## src/rtl/cordic_input_sequencer_if.sv

```systemverilog
`default_nettype none
// ============================================================================
// cordic_input_sequencer_if -- request/issue bus between a producer, the
// sequencer and the downstream CORDIC core.            Rev 1.0
// ============================================================================
interface cordic_input_sequencer_if #(
    parameter int N_FRAC = 7
);
    logic signed [N_FRAC:0] x_i;
    logic signed [N_FRAC:0] y_i;
    logic signed [N_FRAC:0] z_i;
    logic                   data_in_valid_i;
    logic                   ready_o;
    logic                   core_done_i;
    logic signed [N_FRAC:0] x_o;
    logic signed [N_FRAC:0] y_o;
    logic signed [N_FRAC:0] z_o;
    logic                   data_out_valid_strobe_o;
    logic [1:0]             quadrant_o;
    logic                   busy_o;
    logic                   timeout_o;

    modport master (
        output x_i, y_i, z_i, data_in_valid_i, core_done_i,
        input  ready_o, x_o, y_o, z_o, data_out_valid_strobe_o,
        input  quadrant_o, busy_o, timeout_o
    );

    modport slave (
        input  x_i, y_i, z_i, data_in_valid_i, core_done_i,
        output ready_o, x_o, y_o, z_o, data_out_valid_strobe_o,
        output quadrant_o, busy_o, timeout_o
    );
endinterface
`default_nettype wire

```

## src/rtl/cordic_input_sequencer.sv

```systemverilog
`default_nettype none
// ============================================================================
// cordic_input_sequencer -- FIFO-buffered quadrant pre-rotation front end that
// issues one operation at a time to a CORDIC core.     Rev 1.0
// ============================================================================
module cordic_input_sequencer #(
    parameter int N_FRAC         = 7,
    parameter int FIFO_DEPTH     = 2,
    parameter int TIMEOUT_CYCLES = 15
) (
    input  logic                    clk_i,
    input  logic                    rst_i,
    cordic_input_sequencer_if.slave bus
);
    localparam int c_w  = N_FRAC + 1;
    localparam int c_aw = (FIFO_DEPTH > 1) ? $clog2(FIFO_DEPTH) : 1;
    localparam int c_pw = c_aw + 1;
    localparam logic signed [c_w-1:0] c_quarter     = c_w'(2 ** (N_FRAC - 1));
    localparam logic signed [c_w-1:0] c_neg_quarter = -c_quarter;
    localparam logic signed [c_w-1:0] c_max         = {1'b0, {N_FRAC{1'b1}}};
    localparam logic signed [c_w-1:0] c_min         = {1'b1, {N_FRAC{1'b0}}};
    localparam logic [7:0]            c_tmo_last    = 8'(TIMEOUT_CYCLES - 1);

    typedef enum logic [1:0] {
        S_IDLE  = 2'd0,
        S_ISSUE = 2'd1,
        S_WAIT  = 2'd2
    } state_t;

    logic signed [c_w-1:0] mem_x_q [FIFO_DEPTH];
    logic signed [c_w-1:0] mem_y_q [FIFO_DEPTH];
    logic signed [c_w-1:0] mem_z_q [FIFO_DEPTH];
    logic [c_pw-1:0]       wr_ptr_q;
    logic [c_pw-1:0]       rd_ptr_q;
    logic                  w_full;
    logic                  w_empty;
    logic                  w_push;
    logic                  w_pop;

    state_t                state_q;
    logic                  pend_q;
    logic signed [c_w-1:0] pend_x_q;
    logic signed [c_w-1:0] pend_y_q;
    logic signed [c_w-1:0] pend_z_q;
    logic signed [c_w-1:0] x_q;
    logic signed [c_w-1:0] y_q;
    logic signed [c_w-1:0] z_q;
    logic signed [c_w-1:0] x_d;
    logic signed [c_w-1:0] y_d;
    logic signed [c_w-1:0] z_d;
    logic [1:0]            quad_q;
    logic [1:0]            quad_d;
    logic                  strobe_q;
    logic                  timeout_q;
    logic [7:0]            cnt_q;

    function automatic logic signed [c_w-1:0] sat_neg(input logic signed [c_w-1:0] v);
        return (v == c_min) ? c_max : -v;
    endfunction

    // Extra pointer MSB distinguishes full from empty when the indices match.
    assign w_empty = (wr_ptr_q == rd_ptr_q);
    assign w_full  = (wr_ptr_q[c_aw] != rd_ptr_q[c_aw]) &&
                     (wr_ptr_q[c_aw-1:0] == rd_ptr_q[c_aw-1:0]);
    assign w_push  = bus.data_in_valid_i && !w_full;
    assign w_pop   = (state_q == S_IDLE) && !pend_q && !w_empty;

    always_ff @(posedge clk_i) begin
        if (w_push) begin
            mem_x_q[wr_ptr_q[c_aw-1:0]] <= bus.x_i;
            mem_y_q[wr_ptr_q[c_aw-1:0]] <= bus.y_i;
            mem_z_q[wr_ptr_q[c_aw-1:0]] <= bus.z_i;
        end
    end

    // Fold angles beyond +/-90 deg back into the core's convergence range.
    always_comb begin
        x_d    = pend_x_q;
        y_d    = pend_y_q;
        z_d    = pend_z_q;
        quad_d = 2'b00;
        if (pend_z_q > c_quarter) begin
            x_d    = sat_neg(pend_y_q);
            y_d    = pend_x_q;
            z_d    = pend_z_q - c_quarter;
            quad_d = 2'b10;
        end else if (pend_z_q < c_neg_quarter) begin
            x_d    = pend_y_q;
            y_d    = sat_neg(pend_x_q);
            z_d    = pend_z_q + c_quarter;
            quad_d = 2'b01;
        end
    end

    always_ff @(posedge clk_i) begin
        if (rst_i) begin
            wr_ptr_q  <= '0;
            rd_ptr_q  <= '0;
            state_q   <= S_IDLE;
            pend_q    <= 1'b0;
            pend_x_q  <= '0;
            pend_y_q  <= '0;
            pend_z_q  <= '0;
            x_q       <= '0;
            y_q       <= '0;
            z_q       <= '0;
            quad_q    <= 2'b00;
            strobe_q  <= 1'b0;
            timeout_q <= 1'b0;
            cnt_q     <= '0;
        end else begin
            strobe_q  <= 1'b0;
            timeout_q <= 1'b0;
            if (w_push) begin
                wr_ptr_q <= wr_ptr_q + c_pw'(1);
            end
            if (w_pop) begin
                rd_ptr_q <= rd_ptr_q + c_pw'(1);
                pend_q   <= 1'b1;
                pend_x_q <= mem_x_q[rd_ptr_q[c_aw-1:0]];
                pend_y_q <= mem_y_q[rd_ptr_q[c_aw-1:0]];
                pend_z_q <= mem_z_q[rd_ptr_q[c_aw-1:0]];
            end
            case (state_q)
                S_IDLE: begin
                    if (pend_q) begin
                        x_q      <= x_d;
                        y_q      <= y_d;
                        z_q      <= z_d;
                        quad_q   <= quad_d;
                        strobe_q <= 1'b1;
                        pend_q   <= 1'b0;
                        state_q  <= S_ISSUE;
                    end
                end
                S_ISSUE: begin
                    cnt_q   <= '0;
                    state_q <= S_WAIT;
                end
                S_WAIT: begin
                    // cnt_q counts completed WAIT cycles; the TIMEOUT_CYCLES-th is the limit cycle.
                    if (bus.core_done_i) begin
                        state_q <= S_IDLE;
                    end else if (cnt_q == c_tmo_last) begin
                        state_q   <= S_IDLE;
                        timeout_q <= 1'b1;
                    end else begin
                        cnt_q <= cnt_q + 8'd1;
                    end
                end
                default: state_q <= S_IDLE;
            endcase
        end
    end

    assign bus.ready_o                 = !w_full;
    assign bus.x_o                     = x_q;
    assign bus.y_o                     = y_q;
    assign bus.z_o                     = z_q;
    assign bus.quadrant_o              = quad_q;
    assign bus.data_out_valid_strobe_o = strobe_q;
    assign bus.timeout_o               = timeout_q;
    assign bus.busy_o                  = (state_q != S_IDLE);
endmodule
`default_nettype wire

```

## src/flat_wrapper.sv

```systemverilog
// flat-port wrapper written by rule: the top's interface ports become plain ports
module cordic_input_sequencer_flat 
#(
    parameter int N_FRAC         = 7,
    parameter int FIFO_DEPTH     = 2,
    parameter int TIMEOUT_CYCLES = 15
)
  (clk_i, rst_i, bus_x_i, bus_y_i, bus_z_i, bus_data_in_valid_i, bus_core_done_i, bus_ready_o, bus_x_o, bus_y_o, bus_z_o, bus_data_out_valid_strobe_o, bus_quadrant_o, bus_busy_o, bus_timeout_o);
  cordic_input_sequencer_if #(.N_FRAC(N_FRAC)) bus_i ();
  input  logic clk_i;
  input  logic rst_i;
  input wire logic [$bits(bus_i.x_i)-1:0] bus_x_i;
  input wire logic [$bits(bus_i.y_i)-1:0] bus_y_i;
  input wire logic [$bits(bus_i.z_i)-1:0] bus_z_i;
  input wire logic [$bits(bus_i.data_in_valid_i)-1:0] bus_data_in_valid_i;
  input wire logic [$bits(bus_i.core_done_i)-1:0] bus_core_done_i;
  output wire logic [$bits(bus_i.ready_o)-1:0] bus_ready_o;
  output wire logic [$bits(bus_i.x_o)-1:0] bus_x_o;
  output wire logic [$bits(bus_i.y_o)-1:0] bus_y_o;
  output wire logic [$bits(bus_i.z_o)-1:0] bus_z_o;
  output wire logic [$bits(bus_i.data_out_valid_strobe_o)-1:0] bus_data_out_valid_strobe_o;
  output wire logic [$bits(bus_i.quadrant_o)-1:0] bus_quadrant_o;
  output wire logic [$bits(bus_i.busy_o)-1:0] bus_busy_o;
  output wire logic [$bits(bus_i.timeout_o)-1:0] bus_timeout_o;
  assign bus_i.x_i = bus_x_i;
  assign bus_i.y_i = bus_y_i;
  assign bus_i.z_i = bus_z_i;
  assign bus_i.data_in_valid_i = bus_data_in_valid_i;
  assign bus_i.core_done_i = bus_core_done_i;
  assign bus_ready_o = bus_i.ready_o;
  assign bus_x_o = bus_i.x_o;
  assign bus_y_o = bus_i.y_o;
  assign bus_z_o = bus_i.z_o;
  assign bus_data_out_valid_strobe_o = bus_i.data_out_valid_strobe_o;
  assign bus_quadrant_o = bus_i.quadrant_o;
  assign bus_busy_o = bus_i.busy_o;
  assign bus_timeout_o = bus_i.timeout_o;
  cordic_input_sequencer #(.N_FRAC(N_FRAC), .FIFO_DEPTH(FIFO_DEPTH), .TIMEOUT_CYCLES(TIMEOUT_CYCLES)) u_core (.clk_i(clk_i), .rst_i(rst_i), .bus(bus_i));
endmodule
```

## config.mk

```make
export PLATFORM = sky130hd
export DESIGN_NAME = cordic_input_sequencer_flat
export DESIGN_NICKNAME = d
export VERILOG_FILES = /design/src/rtl/cordic_input_sequencer_if.sv /design/src/rtl/cordic_input_sequencer.sv /design/src/flat_wrapper.sv
export SDC_FILE = /design/constraint.sdc
export NUM_CORES = 1
export LEC_CHECK = 0
export ABC_AREA = 1
export CORE_MARGIN = 3
export CORE_UTILIZATION = 55
export CTS_BUF_LIST = sky130_fd_sc_hd__clkbuf_8
export DETAILED_ROUTE_END_ITERATION = 12
export PLACE_DENSITY = 0.78
export RECOVER_POWER = 25
export SLEW_MARGIN = 25
export SYNTH_ARGS = -nofsm -noshare
export SYNTH_HDL_FRONTEND = slang
export SYNTH_SLANG_ARGS = --single-unit
```

## constraint.sdc

```tcl
create_clock -name clk_i -period 5.77 [get_ports clk_i]
set_clock_uncertainty 0.1 [all_clocks]
set_input_delay 1.4425 -clock clk_i [delete_from_list [all_inputs] [get_ports clk_i]]
set_output_delay 1.4425 -clock clk_i [all_outputs]
set_load 0.05 [all_outputs]
```

**PDN straps and rails**

Scale bar: 20 µm. Pins as bars on the die edge.
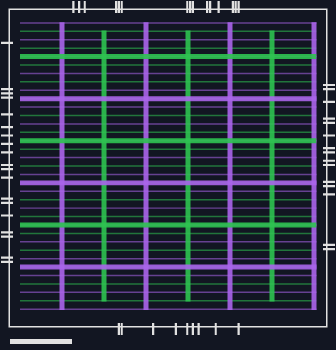
[VSS] purple
[VDD] green
met5 straps: 6
met1 rails: 35
met4 straps: 7
rows: 34

**Cells coloured by class**

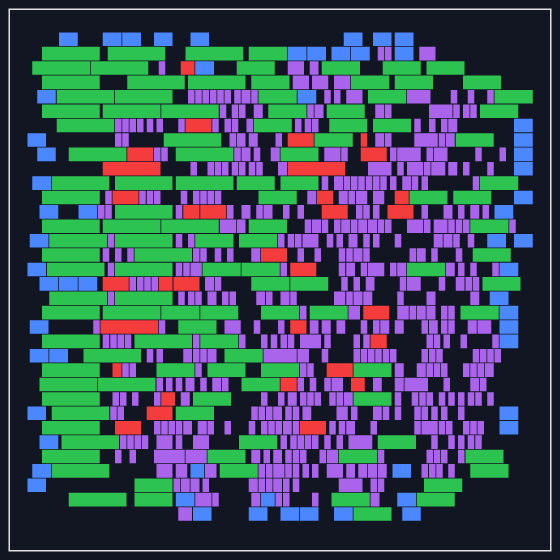
[sequential cells] green | cells: 115
[combinational and other logic] purple | cells: 486
[remaining buffers and delay cells] blue | cells: 59
[clock drivers and dummy loads] red | cells: 32

**Clock network drawn from the DEF**

Scale bar: 20 µm.
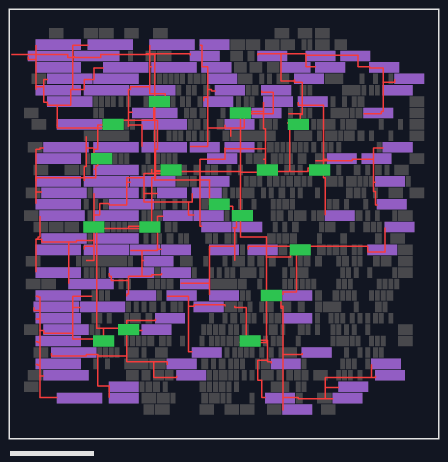
[clock drivers] green | count: 17
[clock wires] red | length: 1330 µm
[flip-flops] purple | count: 115
routed clock nets: 18

==> summary.txt <==
Update from the flow run.

The run finished with clean final reports. The critical setup path kind is reg -> out. Counting pins that exceed their max-slew limit in the final report gives 0. The number of warnings in the stage logs is 30. The path type of the worst min-delay path is reg -> reg.

Leaving out the clock tree, the finished layout contains a buffer count of 59. The layout has ~49 inverters outside the clock class. For reference, the critical path cell chain is xnor2_2 > nand2_1 > clkdlybuf4s50_1.

The post-synth tally of flip-flops with integrated enable is approximately 48. In this run, power in flip-flops and latches comes to 1.20 mW. The net count after synthesis is 658. For the worst reg-to-reg path, the startpoint reported by OpenROAD is u_core.rd_ptr_q[0]. Measured on the final layout, the clock distribution area share stands at 0.0678. The worst-case register-to-register setup slack is between 3 and 4 ns. The layout report gives the multi-input gate share of total cell area as 0.329. The final timing report derives a shortest allowable period of a little over 4 ns. Once layout is done, the placed cells without fillers occupy between 0.006 and 0.007 mm². The layer with the highest usage is met2. According to the timing report, the critical path is captured at bus_ready_o. The CTS tree is yes.

Along the worst path, the maximum fanout reaches 28. In the global route stage, met1 resource usage came out at 0.308. The placement stage leaves a total instance area of 0.00570 mm². The fraction of synthesized cell area in xor and xnor cells is 0.0170. Per the layout area report, the register area comes to 0.00278 mm².

The placement-stage worst setup slack is 2.16 ns. The weighted congestion reported at the end of routability-driven placement is around 0.91. The measured slew at the worst slew-check pin is about 1 ns.

Ranked by total cell area, the synthesized netlist is headed by sky130_fd_sc_hd__edfxtp_1, sky130_fd_sc_hd__dfxtp_1, sky130_fd_sc_hd__nand2_1, sky130_fd_sc_hd__nor2_1, sky130_fd_sc_hd__a21oi_1. The number of global-route vias before repair is ~4000. Looking at the post-CTS report, the setup buffer insertion count equals 0.

The start point of the worst hold path is u_core.bus.x_o[4]. The met2 wire length is 5470 µm.
Power is estimated from default activity; no workload was simulated.
